Figure 1. The metal 2 layer.
Drawn at 1.5 px/um. Cells faint in the background.
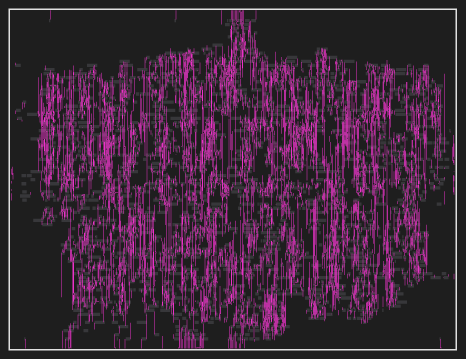
Figure 2. Routed metal per tile.
Drawn at 1 px/um. 30 x 23 tiles, from dark blue (low) to red (high), scaled to the fullest tile. Values are wire area over tile area, all layers added.
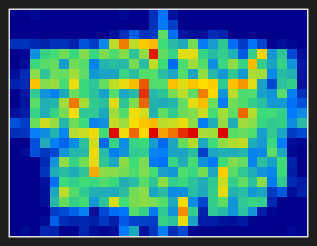
Figure 3. The metal 3 layer.
Drawn at 1.5 px/um. Cells faint in the background.
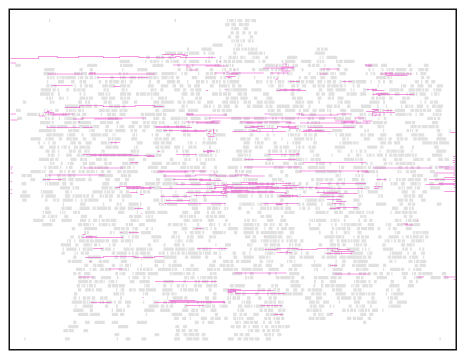
$ cat src/rtl/bullet_pool.sv
// Player bullet pool: advances live bullets once per frame, spawns at the ship on fire,
// and renders the bullet colour for the current scan position with one clock of latency.
module bullet_pool #(
    parameter int unsigned N_BULLETS   = 8,
    parameter int unsigned BULLET_W    = 2,
    parameter int unsigned BULLET_H    = 6,
    parameter int unsigned SPEED       = 4,
    parameter int unsigned COOLDOWN    = 8,
    parameter int unsigned SHIP_OFFSET = 15,
    parameter logic [23:0] COLOR       = 24'hFFFF00
) (
    input  logic                 clk,
    input  logic                 rst,
    input  logic                 new_frame,
    input  logic                 fire,
    input  logic [9:0]           ship_x,
    input  logic [9:0]           ship_y,
    input  logic [9:0]           x,
    input  logic [9:0]           y,
    input  logic                 kill_valid,
    input  logic [3:0]           kill_idx,
    output logic [7:0]           R,
    output logic [7:0]           G,
    output logic [7:0]           B,
    output logic                 bullet_px,
    output logic [N_BULLETS-1:0] active,
    output logic                 fired,
    output logic                 busy
);

    localparam int unsigned IW = $clog2(N_BULLETS);
    localparam int unsigned CW = $clog2(COOLDOWN + 2);

    localparam logic [1:0] ST_IDLE   = 2'd0;
    localparam logic [1:0] ST_UPDATE = 2'd1;
    localparam logic [1:0] ST_SPAWN  = 2'd2;

    logic [1:0]           state_q, state_d;
    logic [IW-1:0]        idx_q, idx_d;
    logic [N_BULLETS-1:0] act_q, act_d;
    logic [9:0]           bx_q [N_BULLETS];
    logic [9:0]           bx_d [N_BULLETS];
    logic [9:0]           by_q [N_BULLETS];
    logic [9:0]           by_d [N_BULLETS];
    logic [CW-1:0]        cd_q, cd_d;
    logic                 pend_q, pend_d;
    logic                 nf_q;
    logic                 fired_q, fired_d;
    logic                 busy_q, busy_d;
    logic [23:0]          rgb_q, rgb_d;
    logic                 px_q, px_d;

    logic                 frame_tick;
    logic                 free_found;
    logic [IW-1:0]        free_idx;
    logic                 spawn_ok;
    logic [10:0]          spawn_sum;
    logic [9:0]           spawn_bx;
    logic                 hit;

    // Pixel hit test against every live slot, all compares widened to 11 bits
    always_comb begin
        hit = 1'b0;
        for (int k = 0; k < int'(N_BULLETS); k++) begin
            if (act_q[k]
                && ({1'b0, x} >= {1'b0, bx_q[k]})
                && ({1'b0, x} <  ({1'b0, bx_q[k]} + 11'(BULLET_W)))
                && ({1'b0, y} >= {1'b0, by_q[k]})
                && ({1'b0, y} <  ({1'b0, by_q[k]} + 11'(BULLET_H)))) begin
                hit = 1'b1;
            end
        end
        rgb_d = hit ? COLOR : 24'h0;
        px_d  = hit;
    end

    // Lowest free slot and the clamped spawn column
    always_comb begin
        free_found = 1'b0;
        free_idx   = '0;
        for (int k = 0; k < int'(N_BULLETS); k++) begin
            if (!act_q[k] && !free_found) begin
                free_found = 1'b1;
                free_idx   = IW'(k);
            end
        end
        spawn_sum = 11'(ship_x) + 11'(SHIP_OFFSET);
        spawn_bx  = (spawn_sum > 11'(640 - BULLET_W)) ? 10'(640 - BULLET_W) : spawn_sum[9:0];
    end

    assign frame_tick = new_frame & ~nf_q;
    assign spawn_ok   = (state_q == ST_SPAWN) && pend_q && (cd_q == '0) && free_found
                        && (ship_y >= 10'(BULLET_H));

    // Next-state: frame pass FSM, slot updates, spawn, kill
    always_comb begin
        state_d = state_q;
        idx_d   = idx_q;
        act_d   = act_q;
        bx_d    = bx_q;
        by_d    = by_q;
        cd_d    = cd_q;
        pend_d  = pend_q | fire;
        fired_d = 1'b0;

        if (frame_tick && (cd_q != '0)) begin
            cd_d = cd_q - CW'(1);
        end

        case (state_q)
            ST_IDLE: begin
                if (frame_tick) begin
                    state_d = ST_UPDATE;
                    idx_d   = '0;
                end
            end
            ST_UPDATE: begin
                for (int k = 0; k < int'(N_BULLETS); k++) begin
                    if ((idx_q == IW'(k)) && act_q[k]
                        && !(kill_valid && (kill_idx == 4'(k)))) begin
                        if (by_q[k] < 10'(SPEED)) begin
                            act_d[k] = 1'b0;
                        end else begin
                            by_d[k] = by_q[k] - 10'(SPEED);
                        end
                    end
                end
                idx_d = idx_q + IW'(1);
                if (idx_q == IW'(N_BULLETS - 1)) begin
                    state_d = ST_SPAWN;
                end
            end
            ST_SPAWN: begin
                pend_d = 1'b0;
                if (spawn_ok) begin
                    for (int k = 0; k < int'(N_BULLETS); k++) begin
                        if (free_idx == IW'(k)) begin
                            act_d[k] = 1'b1;
                            bx_d[k]  = spawn_bx;
                            by_d[k]  = ship_y - 10'(BULLET_H);
                        end
                    end
                    fired_d = 1'b1;
                    cd_d    = CW'(COOLDOWN);
                end
                state_d = ST_IDLE;
            end
            default: begin
                state_d = ST_IDLE;
            end
        endcase

        // A freshly spawned slot was free, so the spawn takes precedence over a kill
        for (int k = 0; k < int'(N_BULLETS); k++) begin
            if (kill_valid && (kill_idx == 4'(k)) && !(spawn_ok && (free_idx == IW'(k)))) begin
                act_d[k] = 1'b0;
            end
        end

        busy_d = (state_d != ST_IDLE);
    end

    always_ff @(posedge clk) begin
        if (rst) begin
            state_q <= ST_IDLE;
            idx_q   <= '0;
            act_q   <= '0;
            cd_q    <= '0;
            pend_q  <= 1'b0;
            nf_q    <= 1'b0;
            fired_q <= 1'b0;
            busy_q  <= 1'b0;
            rgb_q   <= '0;
            px_q    <= 1'b0;
            for (int k = 0; k < int'(N_BULLETS); k++) begin
                bx_q[k] <= '0;
                by_q[k] <= '0;
            end
        end else begin
            state_q <= state_d;
            idx_q   <= idx_d;
            act_q   <= act_d;
            cd_q    <= cd_d;
            pend_q  <= pend_d;
            nf_q    <= new_frame;
            fired_q <= fired_d;
            busy_q  <= busy_d;
            rgb_q   <= rgb_d;
            px_q    <= px_d;
            for (int k = 0; k < int'(N_BULLETS); k++) begin
                bx_q[k] <= bx_d[k];
                by_q[k] <= by_d[k];
            end
        end
    end

    assign R         = rgb_q[23:16];
    assign G         = rgb_q[15:8];
    assign B         = rgb_q[7:0];
    assign bullet_px = px_q;
    assign active    = act_q;
    assign fired     = fired_q;
    assign busy      = busy_q;

endmodule

$ cat config.mk
export PLATFORM = sky130hd
export DESIGN_NAME = bullet_pool
export DESIGN_NICKNAME = d
export VERILOG_FILES = /design/src/rtl/bullet_pool.sv
export SDC_FILE = /design/constraint.sdc
export NUM_CORES = 1
export LEC_CHECK = 0
export CAP_MARGIN = 20
export CORE_AREA = 3 3 294 223
export DETAILED_ROUTE_END_ITERATION = 12
export DIE_AREA = 0 0 297 226
export PLACE_DENSITY = 0.44
export REMOVE_ABC_BUFFERS = 1
export SLEW_MARGIN = 10
export SYNTH_ARGS = -nofsm -noshare
export SYNTH_HDL_FRONTEND = slang
export SYNTH_SLANG_ARGS = --single-unit
$ cat constraint.sdc
create_clock -name clk -period 2.7 [get_ports clk]
set_clock_uncertainty 0.2 [all_clocks]
set_input_delay 0.405 -clock clk [delete_from_list [all_inputs] [get_ports clk]]
set_output_delay 0.405 -clock clk [all_outputs]
set_load 0.05 [all_outputs]
==> summary.rpt <==
==== FLOW RESULTS ====
----------------------------------------------------
[STA]
  Maximum frequency from static timing analysis ........................ 0.325 GHz
  Remaining max-slew budget at the tightest pin ........................ 46.1%
  Worst Slack Setup Final ........................ -375 ps
  Final-report setup violation count ........................ 9
  Final period demand of the worst path ........................ 3070 ps

[Logic synthesis]
  Synthesized chip area reported by yosys ........................ 17500 um2
  # Cells Yosys ........................ 2214
  Aoi share ........................ 23.3%
  Seq cells post-synth ........................ 182
  Proportion of register bits with asynchronous set or reset after synthesis ........................ 0%
  Average instance area after synthesis ........................ 7.93 um2
  Unique cell types ........................ 71
  Simple Share, Synth ........................ 17.8%
  Post-synthesis instance total ........................ 2214

[Drt]
  Number of nets with antenna violations after routing ........................ 0
  Top sig layer ........................ met4
  Pre-antenna DRT Iters ........................ 5
  Final routed DRC violation total ........................ 0

[Global route]
  Total track usage ........................ 20.0%
  Maximum number of pins on one net before global-route repair ........................ 83
  Wire length of the first global-routing pass ........................ 104000 um
  Initial antenna violation count ........................ 5

[Clock network]
  CTS Buf Count ........................ 17
  CTS H-tree depth ........................ 4
  TritonCTS clock tree ........................ built
  Clock-pin slew reported for the worst setup and hold paths after clock tree synthesis ........................ 80 ps

[Outcome]
  Result of the run ........................ complete, but fails checks
  Violated checks ........................ negative setup slack

[Flow run]
  Total tool warning count ........................ 64
  Max-Cap Viols ........................ 0

[Critical path]
  Nature of the critical path startpoint ........................ flip-flop
  Crit path DAT ........................ 3280 ps
  Element type at the critical path end ........................ flip-flop
  Count of buffering cells on the critical path with inverters included ........................ 1
  Longest individual stage delay on the worst path ........................ 360 ps
  Crit-path cells ........................ inv_2 -> ha_2 -> or3_4 -> nor2_4 -> nand2_2 -> xnor2_1 -> ha_2 -> a2111oi_4 -> o211ai_1 -> a311o_1 -> nor4_2 -> a311oi_2 -> a41oi_2

[Placed design]
  Weighted congestion at the end of routability-driven global placement ........................ 0.861
  Number of input and output port buffers inserted ........................ 75

[Layout]
  Final Core Density ........................ 38.8%
  Logic area ........................ 13400 um2
  Storage element area ........................ 3650 um2

[Power and ir drop]
  PwrDens ........................ 301 nW/um2
  Largest vdd supply drop ........................ 0.000335 V
  Total Power Consumption ........................ 0.00729 W

[Floorplan]
  Row Count ........................ 79
  Die area ........................ 67100 um2

----------------------------------------------------
Notes on Figure 1 above:
wire length on this layer = 27.8 mm
longest straight run = 87.4 um
main direction = vertical
share of all routed wire = 41%
nets with wire on the layer = 2537

Notes on Figure 2 above:
mean over tiles = 0.16
tiles over half the peak = 28%
nearly empty tiles = 20%
densest ninth of the die = centre
fullest tile = 0.48

Notes on Figure 3 above:
main direction = horizontal
share of all routed wire = 5.2%
wire length on this layer = 3550 um
nets with wire on the layer = 164
longest straight run = 84.2 um

## what timing repair did
item	4_1_cts	5_1_grt
gates resized	83	85
setup buffers	7	8
pin swaps	25	36
endpoints found under the setup margin	110	107
## metrics by stage
step | setup slack [ps] | area [um2]
6_report | -375 | 24200
5_1_grt | -488 | 24200
4_1_cts | -373 | 23900
3_5_place_dp | -795 | 23000
3_3_place_gp | -773 | 23000
2_1_floorplan | -3650 | 17100
## sequential cells by signal, indices dropped and copies added (netlist names)
signal	flops
state_q	2
cd_q	4
nf_q	1
active	8
pend_q	1
bx_q	80
idx_q	3
fired	1
busy	1
rgb_q	1
by_q	80
## synthesized netlist by cell type, drive strengths merged, types with 23 or more instances
cell type / n / share of area (%)
buf: 31 / 1.2
nand4: 30 / 1.1
nor4: 23 / 0.82
nor2: 190 / 4.1
o21ai: 185 / 5.4
a31oi: 30 / 1.1
a21o: 27 / 1.2
nand2b: 26 / 0.93
nand3: 76 / 2.2
o211ai: 23 / 0.98
or3: 30 / 1.1
a21oi: 166 / 4.7
inv: 172 / 3.7
ha: 354 / 25
nand2: 103 / 2.2
dfxtp: 182 / 21
a211oi: 79 / 3.4
nor3: 64 / 1.8
xnor2: 113 / 5.6
clkbuf: 65 / 1.4
## cells by family after synthesis
| kind of cell | count (synthesis) |
|---|---|
| xor+xnor | 125 |
| other cells | 1 |
| mux | 5 |
| buf+inv | 268 |
| fa+ha+maj | 354 |
| simple gates | 635 |
| compound gates | 644 |
| flops | 182 |
## final timing paths
check	start	cells past startpoint	slack (ps)	end
worst max-delay path	by_q[42]	13	-370	rgb_q[22]
worst max register to register	by_q[42]	13	-370	rgb_q[22]
worst min register to register	by_q[0]	2	270	by_q[0]
worst min-delay path	rst	2	110	bx_q[49]
## area by class of cell
type | instances | share of cell area, %
inverters | 172 | 2.67
flip-flops and latches | 182 | 15.1
diodes | 1 | 0.0103
multi-input cells | 1771 | 55.1
clock inverters | 14 | 0.614
clock buffers | 18 | 1.77
repair buffers | 570 | 20.4
well taps | 850 | 4.39
## routing by layer
layer,up-vias,global-route usage (%)
met5,-,0
met4,0,4.00
met3,51,2.57
met2,461,30.0
met1,8715,30.4
li1,9072,-
## layout by cell type (no fill, tap or decap), drive strengths merged, types with 23 or more instances in the layout
master,netlist,routed
or3,30,30
a21oi,166,166
nand3,76,76
buf,31,496
o211ai,23,23
o21ai,185,185
dfxtp,182,182
xnor2,113,113
ha,354,354
nor2,190,190
a31oi,30,30
nand2b,26,26
clkdlybuf4s50,0,52
inv,172,176
nor3,64,64
nand2,103,103
a21o,27,27
nand4,30,30
nor4,23,23
a211oi,79,79
## power by group
part | leakage (nW) | internal (W) | switching [W] | total, W
registers | 1.47 | 0.00272 | 0.0000326 | 0.00276
clock network | 0.285 | 0.00137 | 0.00127 | 0.00264
logic | 7.92 | 0.000885 | 0.00100 | 0.00189
No activity file was given, so power comes from the tool's default toggle rates.
